--- src/rtl/adpll_pkg.sv ---
// Shared definitions for the ADPLL lock monitor: 2-bit lock-state encodings
// and the saturating absolute-value helper used on the signed phase error.
package adpll_pkg;

   localparam logic [1:0] LOCK_UNLOCKED = 2'd0;
   localparam logic [1:0] LOCK_ACQUIRE  = 2'd1;
   localparam logic [1:0] LOCK_LOCKED   = 2'd2;
   localparam logic [1:0] LOCK_SLIP     = 2'd3;

   // |v| for a width-bit signed value; the most negative code maps to the largest positive one
   function automatic int abs_sat(input int v, input int width);
      int lim;
      lim = (1 << (width - 1)) - 1;
      if (v < -lim)
         return lim;
      else if (v < 0)
         return -v;
      else
         return v;
   endfunction

endpackage

--- src/rtl/adpll_edge_sync.sv ---
// Two-flop synchroniser plus edge flop for an asynchronous level; emits a
// one-cycle strobe on each rising edge. Reusable by the phase detectors.
module adpll_edge_sync (
   input  logic clk_i,
   input  logic reset_i,
   input  logic async_i,
   output logic strobe_o
);

   logic s1_q, s2_q, s3_q;
   logic s1_d, s2_d, s3_d;

   always_comb begin
      s1_d = async_i;
      s2_d = s1_q;
      s3_d = s2_q;
   end

   always_ff @(posedge clk_i) begin
      if (reset_i) begin
         s1_q <= 1'b0;
         s2_q <= 1'b0;
         s3_q <= 1'b0;
      end else begin
         s1_q <= s1_d;
         s2_q <= s2_d;
         s3_q <= s3_d;
      end
   end

   assign strobe_o = s2_q & ~s3_q;

endmodule

--- src/rtl/adpll_lock_detector.sv ---
// Lock monitor for one ring ADPLL node: samples error/DCO code on each divided-clock
// edge and tracks UNLOCKED/ACQUIRE/LOCKED/SLIP. ADPLL_LOCK_STATS_EN builds the slip counter.
module adpll_lock_detector
   import adpll_pkg::*;
#(
   parameter int PDET_WIDTH     = 5,
   parameter int RO_WIDTH       = 5,
   parameter int ERR_TOL        = 2,
   parameter int CC_TOL         = 2,
   parameter int LOCK_COUNT     = 16,
   parameter int UNLOCK_COUNT   = 4,
   parameter int TIMEOUT_CYCLES = 1024,
   parameter int SLIP_CNT_WIDTH = 8
) (
   input  logic                         fpga_clk_i,
   input  logic                         reset_i,
   input  logic                         enable_i,
   input  logic                         gen_div_i,
   input  logic signed [PDET_WIDTH-1:0] error_i,
   input  logic signed [RO_WIDTH-1:0]   dco_cc_i,
   output logic                         lock_o,
   output logic [1:0]                   state_o,
   output logic [RO_WIDTH:0]            cc_span_o,
   output logic                         stall_o,
   output logic [SLIP_CNT_WIDTH-1:0]    slip_count_o
);

   localparam int GW = $clog2(LOCK_COUNT + 1);
   localparam int BW = $clog2(UNLOCK_COUNT + 1);
   localparam int TW = $clog2(TIMEOUT_CYCLES + 1);

   localparam logic [GW-1:0]     LOCK_L   = GW'(LOCK_COUNT);
   localparam logic [BW-1:0]     UNLOCK_L = BW'(UNLOCK_COUNT);
   localparam logic [TW-1:0]     TMO_L    = TW'(TIMEOUT_CYCLES);
   localparam logic [RO_WIDTH:0] CC_TOL_L = (RO_WIDTH + 1)'(CC_TOL);

   logic strobe;

   logic                         sample_vld_q, sample_vld_d;
   logic signed [PDET_WIDTH-1:0] err_q, err_d;
   logic signed [RO_WIDTH-1:0]   cc_q, cc_d;
   logic [1:0]                   state_q, state_d;
   logic                         lock_q, lock_d;
   logic                         stall_q, stall_d;
   logic [GW-1:0]                good_cnt_q, good_cnt_d;
   logic [BW-1:0]                bad_cnt_q, bad_cnt_d;
   logic [TW-1:0]                tmo_cnt_q, tmo_cnt_d;
   logic signed [RO_WIDTH-1:0]   cc_min_q, cc_min_d;
   logic signed [RO_WIDTH-1:0]   cc_max_q, cc_max_d;
   logic [RO_WIDTH:0]            cc_span_q, cc_span_d;

   logic                         good;
   logic                         tmo_hit;
   logic [GW-1:0]                good_inc;
   logic [BW-1:0]                bad_inc;
   logic signed [RO_WIDTH-1:0]   win_min, win_max;
   logic [RO_WIDTH:0]            win_span;

   adpll_edge_sync u_gen_div_sync (
      .clk_i    (fpga_clk_i),
      .reset_i  (reset_i),
      .async_i  (gen_div_i),
      .strobe_o (strobe)
   );

   always_comb begin
      sample_vld_d = strobe;
      err_d        = err_q;
      cc_d         = cc_q;
      if (strobe) begin
         err_d = error_i;
         cc_d  = dco_cc_i;
      end

      state_d    = state_q;
      good_cnt_d = good_cnt_q;
      bad_cnt_d  = bad_cnt_q;
      cc_min_d   = cc_min_q;
      cc_max_d   = cc_max_q;

      good     = abs_sat(int'(err_q), PDET_WIDTH) <= ERR_TOL;
      good_inc = good_cnt_q + GW'(1);
      bad_inc  = bad_cnt_q + BW'(1);
      win_min  = (cc_q < cc_min_q) ? cc_q : cc_min_q;
      win_max  = (cc_q > cc_max_q) ? cc_q : cc_max_q;
      win_span = {win_max[RO_WIDTH-1], win_max} - {win_min[RO_WIDTH-1], win_min};

      // A strobe in the same cycle pre-empts the timeout
      tmo_hit   = !strobe && (tmo_cnt_q == TMO_L - TW'(1));
      tmo_cnt_d = tmo_cnt_q;
      if (strobe)
         tmo_cnt_d = '0;
      else if (tmo_cnt_q != TMO_L)
         tmo_cnt_d = tmo_cnt_q + TW'(1);

      stall_d = stall_q;
      if (strobe)
         stall_d = 1'b0;
      else if (tmo_hit)
         stall_d = 1'b1;

      if (state_q == LOCK_SLIP) begin
         state_d    = LOCK_UNLOCKED;
         good_cnt_d = '0;
         bad_cnt_d  = '0;
         cc_min_d   = '0;
         cc_max_d   = '0;
      end else if (tmo_hit) begin
         state_d    = (state_q == LOCK_LOCKED) ? LOCK_SLIP : LOCK_UNLOCKED;
         good_cnt_d = '0;
         bad_cnt_d  = '0;
         cc_min_d   = '0;
         cc_max_d   = '0;
      end else if (sample_vld_q) begin
         case (state_q)
            LOCK_UNLOCKED: begin
               if (good) begin
                  state_d    = LOCK_ACQUIRE;
                  good_cnt_d = GW'(1);
                  cc_min_d   = cc_q;
                  cc_max_d   = cc_q;
               end
            end
            LOCK_ACQUIRE: begin
               if (!good) begin
                  state_d    = LOCK_UNLOCKED;
                  good_cnt_d = '0;
                  cc_min_d   = '0;
                  cc_max_d   = '0;
               end else if (win_span > CC_TOL_L) begin
                  good_cnt_d = GW'(1);
                  cc_min_d   = cc_q;
                  cc_max_d   = cc_q;
               end else begin
                  good_cnt_d = good_inc;
                  cc_min_d   = win_min;
                  cc_max_d   = win_max;
                  if (good_inc == LOCK_L)
                     state_d = LOCK_LOCKED;
               end
            end
            LOCK_LOCKED: begin
               if (good) begin
                  bad_cnt_d = '0;
               end else begin
                  bad_cnt_d = bad_inc;
                  if (bad_inc == UNLOCK_L)
                     state_d = LOCK_SLIP;
               end
            end
            default: state_d = LOCK_UNLOCKED;
         endcase
      end

      // Disabled: hold everything idle but let the synchroniser keep tracking gen_div_i
      if (!enable_i) begin
         sample_vld_d = 1'b0;
         state_d      = LOCK_UNLOCKED;
         good_cnt_d   = '0;
         bad_cnt_d    = '0;
         tmo_cnt_d    = '0;
         stall_d      = 1'b0;
         cc_min_d     = '0;
         cc_max_d     = '0;
      end

      lock_d    = (state_d == LOCK_LOCKED);
      cc_span_d = {cc_max_d[RO_WIDTH-1], cc_max_d} - {cc_min_d[RO_WIDTH-1], cc_min_d};
   end

   always_ff @(posedge fpga_clk_i) begin
      if (reset_i) begin
         sample_vld_q <= 1'b0;
         err_q        <= '0;
         cc_q         <= '0;
         state_q      <= LOCK_UNLOCKED;
         lock_q       <= 1'b0;
         stall_q      <= 1'b0;
         good_cnt_q   <= '0;
         bad_cnt_q    <= '0;
         tmo_cnt_q    <= '0;
         cc_min_q     <= '0;
         cc_max_q     <= '0;
         cc_span_q    <= '0;
      end else begin
         sample_vld_q <= sample_vld_d;
         err_q        <= err_d;
         cc_q         <= cc_d;
         state_q      <= state_d;
         lock_q       <= lock_d;
         stall_q      <= stall_d;
         good_cnt_q   <= good_cnt_d;
         bad_cnt_q    <= bad_cnt_d;
         tmo_cnt_q    <= tmo_cnt_d;
         cc_min_q     <= cc_min_d;
         cc_max_q     <= cc_max_d;
         cc_span_q    <= cc_span_d;
      end
   end

`ifdef ADPLL_LOCK_STATS_EN
   logic [SLIP_CNT_WIDTH-1:0] slip_cnt_q, slip_cnt_d;

   always_comb begin
      slip_cnt_d = slip_cnt_q;
      if (state_d == LOCK_SLIP && state_q != LOCK_SLIP && slip_cnt_q != '1)
         slip_cnt_d = slip_cnt_q + SLIP_CNT_WIDTH'(1);
   end

   always_ff @(posedge fpga_clk_i) begin
      if (reset_i)
         slip_cnt_q <= '0;
      else
         slip_cnt_q <= slip_cnt_d;
   end

   assign slip_count_o = slip_cnt_q;
`else
   assign slip_count_o = '0;
`endif

   assign lock_o    = lock_q;
   assign state_o   = state_q;
   assign cc_span_o = cc_span_q;
   assign stall_o   = stall_q;

endmodule

--- config.mk ---
export PLATFORM = sky130hd
export DESIGN_NAME = adpll_lock_detector
export DESIGN_NICKNAME = d
export VERILOG_FILES = /design/src/rtl/adpll_pkg.sv /design/src/rtl/adpll_edge_sync.sv /design/src/rtl/adpll_lock_detector.sv
export SDC_FILE = /design/constraint.sdc
export NUM_CORES = 1
export LEC_CHECK = 0
export CORE_UTILIZATION = 59
export CTS_BUF_LIST = sky130_fd_sc_hd__clkbuf_8
export CTS_CLUSTER_DIAMETER = 80
export CTS_CLUSTER_SIZE = 10
export DETAILED_ROUTE_END_ITERATION = 7
export GPL_ROUTABILITY_DRIVEN = 0
export PLACE_DENSITY = 0.89
export SLEW_MARGIN = 0
export SYNTH_ARGS = -nofsm -noshare
export SYNTH_HDL_FRONTEND = slang
export SYNTH_SLANG_ARGS = --single-unit
--- constraint.sdc ---
create_clock -name fpga_clk_i -period 12.1 [get_ports fpga_clk_i]
set_clock_uncertainty 0.1 [all_clocks]
set_input_delay 1.21 -clock fpga_clk_i [delete_from_list [all_inputs] [get_ports fpga_clk_i]]
set_output_delay 1.21 -clock fpga_clk_i [all_outputs]
set_load 0.03 [all_outputs]
Figure 1. Routing congestion.
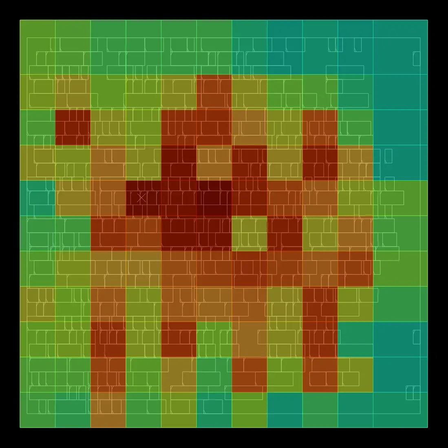
M2 GR Usage: 48.7%
total track usage: 29.0%
met3 GRT Util: 5.60%
final core area utilization: 69.0%
grt met1 use: 36.0%

Figure 2. Drive-strength map.
The bar under the picture is 20 um long.
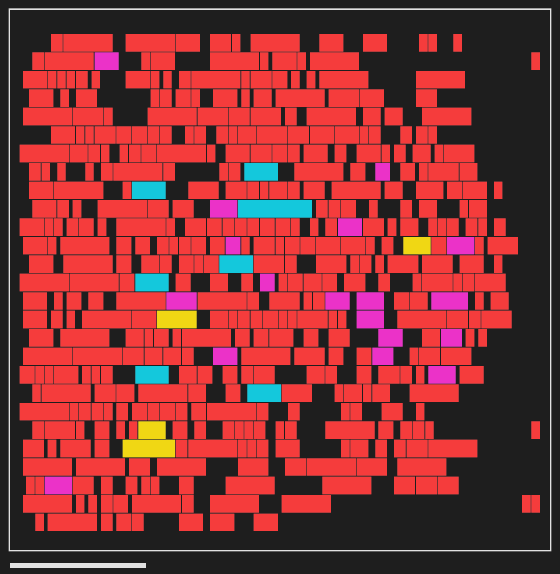
legend:
  x2:
    color: magenta
    cells: 18
    most_used: mux2_2
  x6 and larger:
    color: cyan
    cells: 7
    most_used: clkbuf_8
  x1 and smaller:
    color: red
    cells: 426
    most_used: dfxtp_1
  x3 and x4:
    color: yellow
    cells: 4
final setup margin: 6620 ps
bufs w/o clock: 23
fin area: 0.00389 mm2
Area Overhead vs Synth: 9.47%

==> CHANGELOG.md <==
## Flow update

- Worst R2R Start: cc_q[3]
- Ys flops: 53
- Layout Cells excl Fill: 527
- Largest stage delay on the critical path: 600 ps
- Mapped Cells: 441
- ANT nets after route: 0
- Delay-heaviest family, CP: adder cells
- Max-cap violation count: 0
- Total CTS buffers: 5
- Leakage: 1.41 nW
- Number of stages on the worst setup path: 20
- Die Width: 79.6 um
- Grt total ovfl: 0
- CP max FO: 12
- Cell Pwr Density: 93.9 mW/mm2
- Max Root-Sink Buffers: 2
- Fin. Hold Viols: 0
- R2r setup slk: 6620 ps
- Drt drc: 1
- Nets: 495
- Worst r2r dst: cc_span_o[4]
- Total wire length: 8880 um
- First-pass DRT Iterations: 8
- Slew headroom: 28.0%
- Synth warn: 0
- Critical path endpoint: cc_span_o[4]
- Synth Seq Share: 29.8%
- Stage-log warning count: 28
- Maximum vdd drop: 89.4 uV
- Met3 wire length: 697 um
- Area of the core: 0.00564 mm2
- Status: finished, violations left
- Failing checks: design-rule violations
- PortBufs: 23
- RSZ-0062 raised after global routing: no
- CP Class: reg2reg
- Slowest CP cell: dfxtp_1
final cells by class:
type	count	area, um2
Sequential cell	53	1060
Inverter	23	86.3
Clock buffer	6	82.6
Timing Repair Buffer	23	230
Fill cell	453	1750
Clock inverter	2	33.8
Multi-Input combinational cell	348	2310
Tap cell	72	90.1
where the power goes:
part            total, W  internal, W  switching, W  leakage (nW)
combinational  0.0000597    0.0000204     0.0000393         0.922
clock           0.000125    0.0000667     0.0000586        0.0626
sequential      0.000180     0.000177    0.00000360         0.429
sequential cells by signal, indices dropped and copies added (netlist names):
signal,flops
cc_span_o,6
cc_min_q,5
cc_q,5
state_o,2
u_gen_div_sync.s2_q,1
err_q,5
sample_vld_q,1
cc_max_q,5
stall_o,1
good_cnt_q,5
lock_o,1
u_gen_div_sync.s1_q,1
u_gen_div_sync.s3_q,1
tmo_cnt_q,11
bad_cnt_q,3
layout by cell type (no fill, tap or decap), types with 4 or more instances in the layout:
master,count
a211oi_1,4
a21oi_1,34
a31oi_1,9
and3_1,4
clkbuf_8,6
clkdlybuf4s50_1,23
conb_1,8
dfxtp_1,53
ha_1,25
inv_1,24
mux2_2,6
mux2i_1,6
nand2_1,48
nand2b_1,8
nand3_1,23
nor2_1,34
nor2b_1,10
nor3_1,6
nor3_2,4
nor4_1,6
o21a_1,5
o21ai_0,17
o22ai_1,4
or3_1,6
xnor2_1,5
xor2_1,6
cell families after synthesis:
kind of cell,Yosys count,synth area share [%]
and+or+nand+nor,169,24.5
AOI/OAI and AO/OA,121,23.4
DFF,53,29.8
buffers and inverters,47,5.98
adders and majority gates,27,9.92
muxes,12,3.59
xor gates and xnor gates,11,2.71
other,1,0.105
No activity file was given, so power comes from the tool's default toggle rates.
